--- src/rtl/seg_pkg.sv ---
// Shared constants for 7-segment capture/decode blocks: segment codes,
// digit-select encodings and the capture FSM state type.
package seg_pkg;

  localparam logic [6:0] SEG_CODE_0 = 7'h3f;
  localparam logic [6:0] SEG_CODE_1 = 7'h06;
  localparam logic [6:0] SEG_CODE_2 = 7'h5b;
  localparam logic [6:0] SEG_CODE_3 = 7'h4f;
  localparam logic [6:0] SEG_CODE_4 = 7'h66;
  localparam logic [6:0] SEG_CODE_5 = 7'h6d;
  localparam logic [6:0] SEG_CODE_6 = 7'h7d;
  localparam logic [6:0] SEG_CODE_7 = 7'h07;
  localparam logic [6:0] SEG_CODE_8 = 7'h7f;
  localparam logic [6:0] SEG_CODE_9 = 7'h6f;
  localparam logic [6:0] SEG_BLANK  = 7'h00;

  localparam logic [1:0] DIG_SEL_H = 2'b01;
  localparam logic [1:0] DIG_SEL_L = 2'b10;

  typedef enum logic [1:0] {
    WAIT  = 2'd0,
    COUNT = 2'd1,
    HELD  = 2'd2
  } state_e;

  function automatic logic is_digit_sel(input logic [1:0] sel);
    return (sel == DIG_SEL_H) || (sel == DIG_SEL_L);
  endfunction

endpackage

--- src/rtl/seg_pattern_decode.sv ---
// Combinational 7-segment pattern to BCD decoder; blank and any
// non-digit pattern report legal_o = 0 with digit_o = 0.
module seg_pattern_decode
  import seg_pkg::*;
(
  input  logic [6:0] pattern_i,
  output logic       legal_o,
  output logic [3:0] digit_o
);

  always_comb begin
    legal_o = 1'b1;
    digit_o = 4'd0;
    case (pattern_i)
      SEG_CODE_0: digit_o = 4'd0;
      SEG_CODE_1: digit_o = 4'd1;
      SEG_CODE_2: digit_o = 4'd2;
      SEG_CODE_3: digit_o = 4'd3;
      SEG_CODE_4: digit_o = 4'd4;
      SEG_CODE_5: digit_o = 4'd5;
      SEG_CODE_6: digit_o = 4'd6;
      SEG_CODE_7: digit_o = 4'd7;
      SEG_CODE_8: digit_o = 4'd8;
      SEG_CODE_9: digit_o = 4'd9;
      default:    legal_o = 1'b0;
    endcase
  end

endmodule

--- src/rtl/seg_scan_capture.sv ---
// Captures the tens/units digits of a multiplexed 7-segment scan once each
// digit has held steady. SEG_DP_IGNORE_EN masks the decimal point (bs[7]).
module seg_scan_capture
  import seg_pkg::*;
#(
  parameter int STABLE_CYCLES = 16,
  parameter int RUN_W         = 16
) (
  input  logic       clock,
  input  logic       reset,
  input  logic [1:0] seg,
  input  logic [7:0] bs,
  output logic [3:0] time_h,
  output logic [3:0] time_l,
  output logic       valid,
  output logic       update,
  output logic       pattern_err
);

  localparam logic [RUN_W-1:0] RUN_TARGET = RUN_W'(STABLE_CYCLES);
  localparam logic [RUN_W-1:0] RUN_ONE    = RUN_W'(1);

  logic [9:0]       sample_in, sample_q;
  logic [RUN_W-1:0] run_q, run_d;
  state_e           state_q, state_d;
  logic             commit;

  logic [3:0] time_h_q, time_h_d, time_l_q, time_l_d;
  logic       cap_h_q, cap_h_d, cap_l_q, cap_l_d;
  logic       valid_q, valid_d, update_q, update_d, perr_q, perr_d;

  logic       dec_legal, legal;
  logic [3:0] dec_digit;
  logic       sel_ok;

`ifdef SEG_DP_IGNORE_EN
  assign sample_in = {seg, 1'b0, bs[6:0]};
`else
  assign sample_in = {seg, bs};
`endif

  seg_pattern_decode u_decode (
    .pattern_i (sample_q[6:0]),
    .legal_o   (dec_legal),
    .digit_o   (dec_digit)
  );

  // A set dp bit can only reach here when it is not masked at the input.
  assign legal  = dec_legal & ~sample_q[7];
  assign sel_ok = is_digit_sel(sample_q[9:8]);

  always_comb begin
    if (sample_in != sample_q) begin
      run_d = RUN_ONE;
    end else if (run_q >= RUN_TARGET) begin
      run_d = run_q;
    end else begin
      run_d = run_q + RUN_ONE;
    end
  end

  // run_q == 1 marks the first cycle of a new sample value.
  always_comb begin
    state_d = state_q;
    commit  = 1'b0;
    case (state_q)
      WAIT: begin
        if (sel_ok) state_d = COUNT;
      end
      COUNT: begin
        if (!sel_ok) begin
          state_d = WAIT;
        end else if (run_q == RUN_TARGET) begin
          commit  = 1'b1;
          state_d = HELD;
        end
      end
      HELD: begin
        if (!sel_ok) begin
          state_d = WAIT;
        end else if (run_q == RUN_ONE) begin
          state_d = COUNT;
        end
      end
      default: state_d = WAIT;
    endcase
  end

  always_comb begin
    time_h_d = time_h_q;
    time_l_d = time_l_q;
    cap_h_d  = cap_h_q;
    cap_l_d  = cap_l_q;
    update_d = 1'b0;
    perr_d   = 1'b0;
    if (commit) begin
      if (!legal) begin
        perr_d = 1'b1;
      end else if (sample_q[9:8] == DIG_SEL_H) begin
        time_h_d = dec_digit;
        cap_h_d  = 1'b1;
        update_d = (dec_digit != time_h_q);
      end else begin
        time_l_d = dec_digit;
        cap_l_d  = 1'b1;
        update_d = (dec_digit != time_l_q);
      end
    end
    valid_d = cap_h_d & cap_l_d;
  end

  always_ff @(posedge clock or posedge reset) begin
    if (reset) begin
      sample_q <= {2'b11, 8'h00};
      run_q    <= '0;
      state_q  <= WAIT;
      time_h_q <= 4'd0;
      time_l_q <= 4'd0;
      cap_h_q  <= 1'b0;
      cap_l_q  <= 1'b0;
      valid_q  <= 1'b0;
      update_q <= 1'b0;
      perr_q   <= 1'b0;
    end else begin
      sample_q <= sample_in;
      run_q    <= run_d;
      state_q  <= state_d;
      time_h_q <= time_h_d;
      time_l_q <= time_l_d;
      cap_h_q  <= cap_h_d;
      cap_l_q  <= cap_l_d;
      valid_q  <= valid_d;
      update_q <= update_d;
      perr_q   <= perr_d;
    end
  end

  assign time_h      = time_h_q;
  assign time_l      = time_l_q;
  assign valid       = valid_q;
  assign update      = update_q;
  assign pattern_err = perr_q;

endmodule

--- config.mk ---
export PLATFORM = sky130hd
export DESIGN_NAME = seg_scan_capture
export DESIGN_NICKNAME = d
export VERILOG_FILES = /design/src/rtl/seg_pkg.sv /design/src/rtl/seg_pattern_decode.sv /design/src/rtl/seg_scan_capture.sv
export SDC_FILE = /design/constraint.sdc
export NUM_CORES = 1
export LEC_CHECK = 0
export ABC_CLOCK_PERIOD_IN_PS = 6600
export CAP_MARGIN = 20
export CORE_UTILIZATION = 50
export DETAILED_ROUTE_END_ITERATION = 7
export GPL_TIMING_DRIVEN = 0
export PLACE_DENSITY = 0.72
export SLEW_MARGIN = 0
export SYNTH_ARGS = -nofsm -noshare
export SYNTH_HDL_FRONTEND = slang
export SYNTH_SLANG_ARGS = --single-unit
--- constraint.sdc ---
create_clock -name clock -period 6.6 [get_ports clock]
set_input_delay 0.66 -clock clock [delete_from_list [all_inputs] [get_ports clock]]
set_output_delay 0.66 -clock clock [all_outputs]
set_load 0.03 [all_outputs]
==> flow_metrics.tcl, run 1 <==
# yosys + openroad results
set metrics [dict create \
    status "completed" \
    ys_types 55 \
    synth-xor-area-share_pct 5.328 \
    buffer_area_share_pct 12.23 \
    htree_levels 2 \
    min_period_ns 2.518 \
    avgSynthCellArea_um2 11.55 \
    ys_area_um2 2137 \
    drive_gt1_share_pct 18.14 \
    critical_path.startpoint "sample_q[9]" \
    viasPerCell 5.570 \
    cts_tree "yes" \
    wire_per_inst_um 15.58 \
    fp_util_pct 52.67 \
    cts_setup_buffers 0 \
    final_nets 230 \
    r2r-end "time_l[0]" \
    wl_met2_um 2225 \
    path_delay_family "AND-OR/OR-AND gates" \
    max-slew-margin-rel_pct 34.49 \
    ys_top_logic_family "simple AND/OR/NAND/NOR gates" \
    power.density_nw_per_um2 201.1 \
    cts_resized 0 \
    timing.fmax_mhz 397.1 \
    setup_viol 0 \
    ys_sh_adder_pct 2.342 \
    holdPathEnd "cap_h_q" \
    num-nonclk-buffers 31 \
    rsz0062_at_grt "false" \
    r2r-start "sample_q[9]" \
    cts_root_buf "clkbuf_8" \
    worstRegToRegCells 7 \
    peakVddDrop_mv 0.1832 \
    core_um2 4058 \
    setup_tns_ns 0 \
    ys_cells 185 \
    ys.warnings.count 0 \
    edf_count 0 \
    slowest_delay_ns 0.62 \
    die-area_um2 4539 \
    top_usage_layer "met2" \
    seq_share_pct 40.55 \
]
[run 1: stage by stage]
step	setup WS [ns]	utilization, %	power (mW)	std cells	hold WS [ns]
global placement	3.848	59.64	0.3042	257	0.4537
finish	4.082	62.50	0.5100	265	0.4728
floorplan	4.373	-	0.2913	185	0.4404
CTS	4.029	62.50	0.5144	265	0.4770
detailed placement	3.737	59.64	0.3062	257	0.4598
global route	3.742	62.50	0.5290	265	0.4837
[run 1: registers in the layout (all words and copies together) (netlist names)]
signal       count
time_h           4
sample_q        10
valid            1
state_q          2
time_l           4
update           1
pattern_err      1
cap_h_q          1
run_q           16
cap_l_q          1
[run 1: cells in the final DEF, fill, tap and decap left out, drive strengths merged, types with 4 or more instances in the layout]
cell           count
mux2               6
nor2              11
a2111oi            4
inv               10
and2              14
mux2i              8
xnor2             11
clkdlybuf4s50     22
nand3              7
nand4              5
or2                4
dfrtp             39
nor4               5
nand2              6
clkbuf            13
ha                 4
[run 1: cell usage after synthesis (all sizes together), types with 2 or more instances]
master	n	area, um2
o22a	2	18.77
nor3	2	10.01
buf	3	27.52
nand3	7	35.03
dfrtp	39	975.9
ha	4	50.05
o211a	2	20.02
and2	14	87.58
dfstp	2	52.55
or2	4	27.53
a2111oi	4	53.81
o21ai	2	10.01
nor4	5	43.79
xnor2	11	96.34
nand4	5	31.28
a211oi	3	22.52
a21oi	2	10.01
nand2b	2	20.02
o21a	2	15.01
nor2	11	41.29
xor2	2	17.52
and3	2	13.77
clkbuf	6	62.56
mux2	6	67.56
nand2	6	22.52
inv	10	40.04
o31ai	2	20.02
mux2i	8	80.08
o31a	2	20.02
[run 1: report_power, final]
group / switching [mW] / internal, mW / total, mW
logic: 0.0219 / 0.0200 / 0.0419
clock network: 0.0857 / 0.123 / 0.209
registers: 0.00383 / 0.255 / 0.259
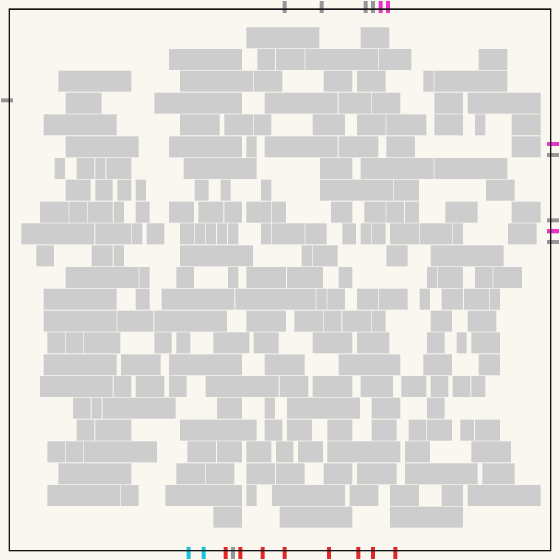
run_1/io_placement.png
Pins as bars across the die edge, other pins in gray.
| port | color | pins | direction | edge |
|---|---|---|---|---|
| seg | cyan | 2 | input | bottom |
| time_h | magenta | 4 | output | 2 top, 2 right |
| bs | red | 8 | input | bottom |
all pins by edge: 11 bottom, 6 top, 5 right, 1 left
PortBufs: 22
Die W: 67.38 um
Die Height: 67.38 um

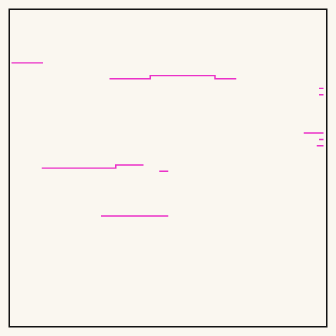
run_1/layer_met3.png
share of all routed wire: 1.9%
main direction: horizontal
met3 Usage GRT: 4.561%
DRT Wirelength: 4130 um

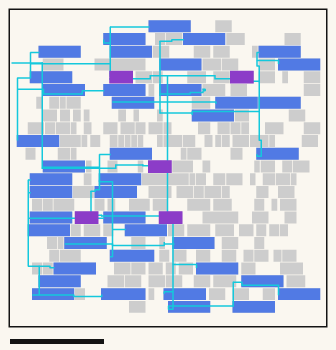
run_1/clk_routes.png
The bar under the picture is 20 um long.
[flip-flops] blue | count: 41
[clock wires] cyan | length: 529 um
[clock drivers] purple | count: 5
flops lie: all over the die
routed clock nets: 6
clk_skew: 0.01058 ns
Clk pwr share: 41.0%
Clk Latency, worst-skew pair: 0.29 ns

run_1/cell_density.png
The die is cut into 7 by 7 equal tiles; white is low, dark blue is high, 0 to 100% covered.
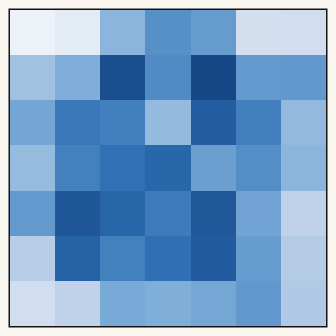

--- run 2 (diff from run 1) ---
ABC_CLOCK_PERIOD_IN_PS = 2200   (was 6600)
PLACE_DENSITY = 0.75   (was 0.72)
clock period = 2.2 ns   (was 6.6 ns; I/O delays follow)
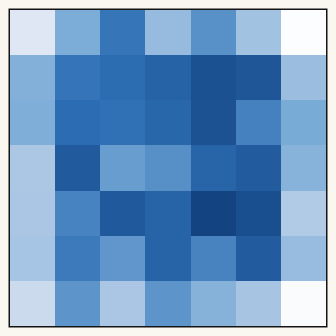
run_2/cell_density.png
The die is cut into 7 by 7 equal tiles; white is low, dark blue is high, 0 to 100% covered.
tiles over 75% full: 33%
mean over tiles: 58%
nearly empty tiles: 2.0%
fullest tile: 93%
fp util: 52.67%
Core Box Area: 4058 um2
Final Util: 66.54%

==> flow_metrics.tcl, run 2 <==
# yosys + openroad results
set metrics [dict create \
    fill_cells 312 \
    synth_cells 185 \
    cts_inserted_buffers 5 \
    setup_tns_ns 0 \
    warnings 28 \
    fin_skew_ns 0.005601 \
    final_cells 276 \
    max_cap_violations 0 \
    largest_reg_flops 16 \
    largestRegisters "run_q: 16 flops, sample_q: 10 flops" \
    dpl.hpwl_um 2998 \
    ys_types 55 \
    synth-seq-cells 41 \
    cts_root_buf "clkbuf_8" \
    register_area_um2 1031 \
    worst_slack_ns 0.07300 \
    min_period_ns 2.127 \
    placed_cell_area_um2 2420 \
    ctsHoldBuffers 0 \
    die_y_um 67.38 \
    die-area_um2 4539 \
    insertion_delay_ns 0.29 \
    synthTopCellsByCount "dfrtp_1, and2_1, nor2_1, xnor2_1, inv_1" \
    ys_sh_adder_pct 2.342 \
    final_cell_area_um2 2700 \
    ys.warnings.count 0 \
    cts_tree "yes" \
    synthesis.area_um2 2137 \
    place_ws_ns -0.2015 \
    max-slew-margin-rel_pct 44.51 \
    synth-xor-area-share_pct 5.328 \
    timing.fmax_mhz 470.1 \
    top_cell_area_share_pct 45.67 \
    largest_register "run_q" \
    viasPerCell 5.572 \
    setup_viol 0 \
    routed_wl_um 4433 \
    period_used_pct 96.68 \
    hold_slack_ns 0.3874 \
    final_nets 241 \
    synth_seq_share_pct 48.13 \
    layout.area.comb_um2 1066 \
    hold_path_class "in2reg" \
    edf_count 0 \
    status "completed" \
    grt_antenna_before_repair 0 \
    start_kind "flop" \
    place.gp.congestion 0.8319 \
    dr.pass1.iters 4 \
    simple_gate_share_pct 19.56 \
    wire_per_inst_um 16.06 \
    power.density_nw_per_um2 560.2 \
    critPathRequiredTime_ns 2.39 \
    drive_gt1_share_pct 28.32 \
    clkTransAtPathRegs_ns 0.08 \
    hold_viol 0 \
    grt_pass1_vias 1516 \
    n_antenna_cell 0 \
    report.power.total_mw 1.513 \
    grt_max_degree 42 \
    peakVddDrop_mv 0.4012 \
    dp_cells 257 \
    die_x_um 67.38 \
    ys_top_logic_family "simple AND/OR/NAND/NOR gates" \
    ys_cells 185 \
    htree_levels 2 \
    final_common_cell "dfrtp_1" \
    end_kind "flop" \
    vias 1538 \
    track_usage_pct 21.00 \
    ys_area_um2 2137 \
    arrival_ns 2.31 \
    grt_pass1_wl_um 6948 \
    avgSynthCellArea_um2 11.55 \
    yosys.area.top_type "dfrtp_1" \
    grt_overflow 0 \
    final_cell_mix "dfrtp_1, clkdlybuf4s50_1, and2_1, xnor2_1, buf_4" \
    antenna_left 0 \
    compound_area_share_pct 11.65 \
    top_cells_by_area "dfrtp_1, xnor2_1, and2_1" \
    most_common_cell "dfrtp_1" \
    port_buffers 22 \
    placementRows 23 \
]
==> run 2: power by group <==
part           total, mW  switching, mW  internal, mW
Combinational      0.146         0.0773        0.0692
Clock              0.590          0.253         0.337
Sequential         0.776         0.0100         0.766
Total               1.51          0.341          1.17
==> run 2: cell type report <==
type	instances	share of cell area [%]
Clock buffer	6	2.688
Inverter	10	1.483
Tap cell	50	2.317
Buffer	9	3.336
Sequential cell	41	38.18
Multi-Input combinational cell	125	39.48
Timing Repair Buffer	33	11.21
Clock inverter	2	1.297
==> run 2: cells by family after synthesis <==
| group | count (synthesis) |
|---|---|
| mux | 14 |
| compound gates | 26 |
| xor+xnor | 13 |
| buf+inv | 19 |
| simple gates | 68 |
| fa+ha+maj | 4 |
| flops | 41 |
==> run 2: critical path, cell delays in order (launching register included) <==
cell and delay (ns):
dfrtp_1 0.34, buf_6 0.15, inv_4 0.06, o311a_4 0.40, or2_4 0.26, a2111oi_4 0.28
buf_4 0.20, mux2_2 0.33
==> run 2: repair_timing <==
item | in CTS | in global routing
buffers inserted | 5 | 6
resized | 5 | 15
endpoints found under the setup margin | 15 | 10
pin swaps | 2 | 3
==> run 2: metal layers <==
layer	up-vias	global-route usage [%]	routed length, um
met5	-	0	0
met4	0	8.245	110
met3	10	5.405	116
met2	21	35.75	2373
met1	771	25.24	1833
li1	736	-	-
==> run 2: final timing paths <==
kind | startpoint | to | slack [ns] | cells after the start
setup / recovery | sample_q[2] | time_l[2] | 0.07 | 7
hold / removal | seg[0] | sample_q[8] | 0.39 | 1
setup reg to reg | sample_q[2] | time_l[2] | 0.07 | 7
hold reg to reg | run_q[5] | run_q[5] | 0.49 | 1
max in group asynchronous | reset | run_q[0] | 1.20 | 2
min in group asynchronous | reset | sample_q[5] | 0.42 | 2
Power and IR drop assume default switching activity.
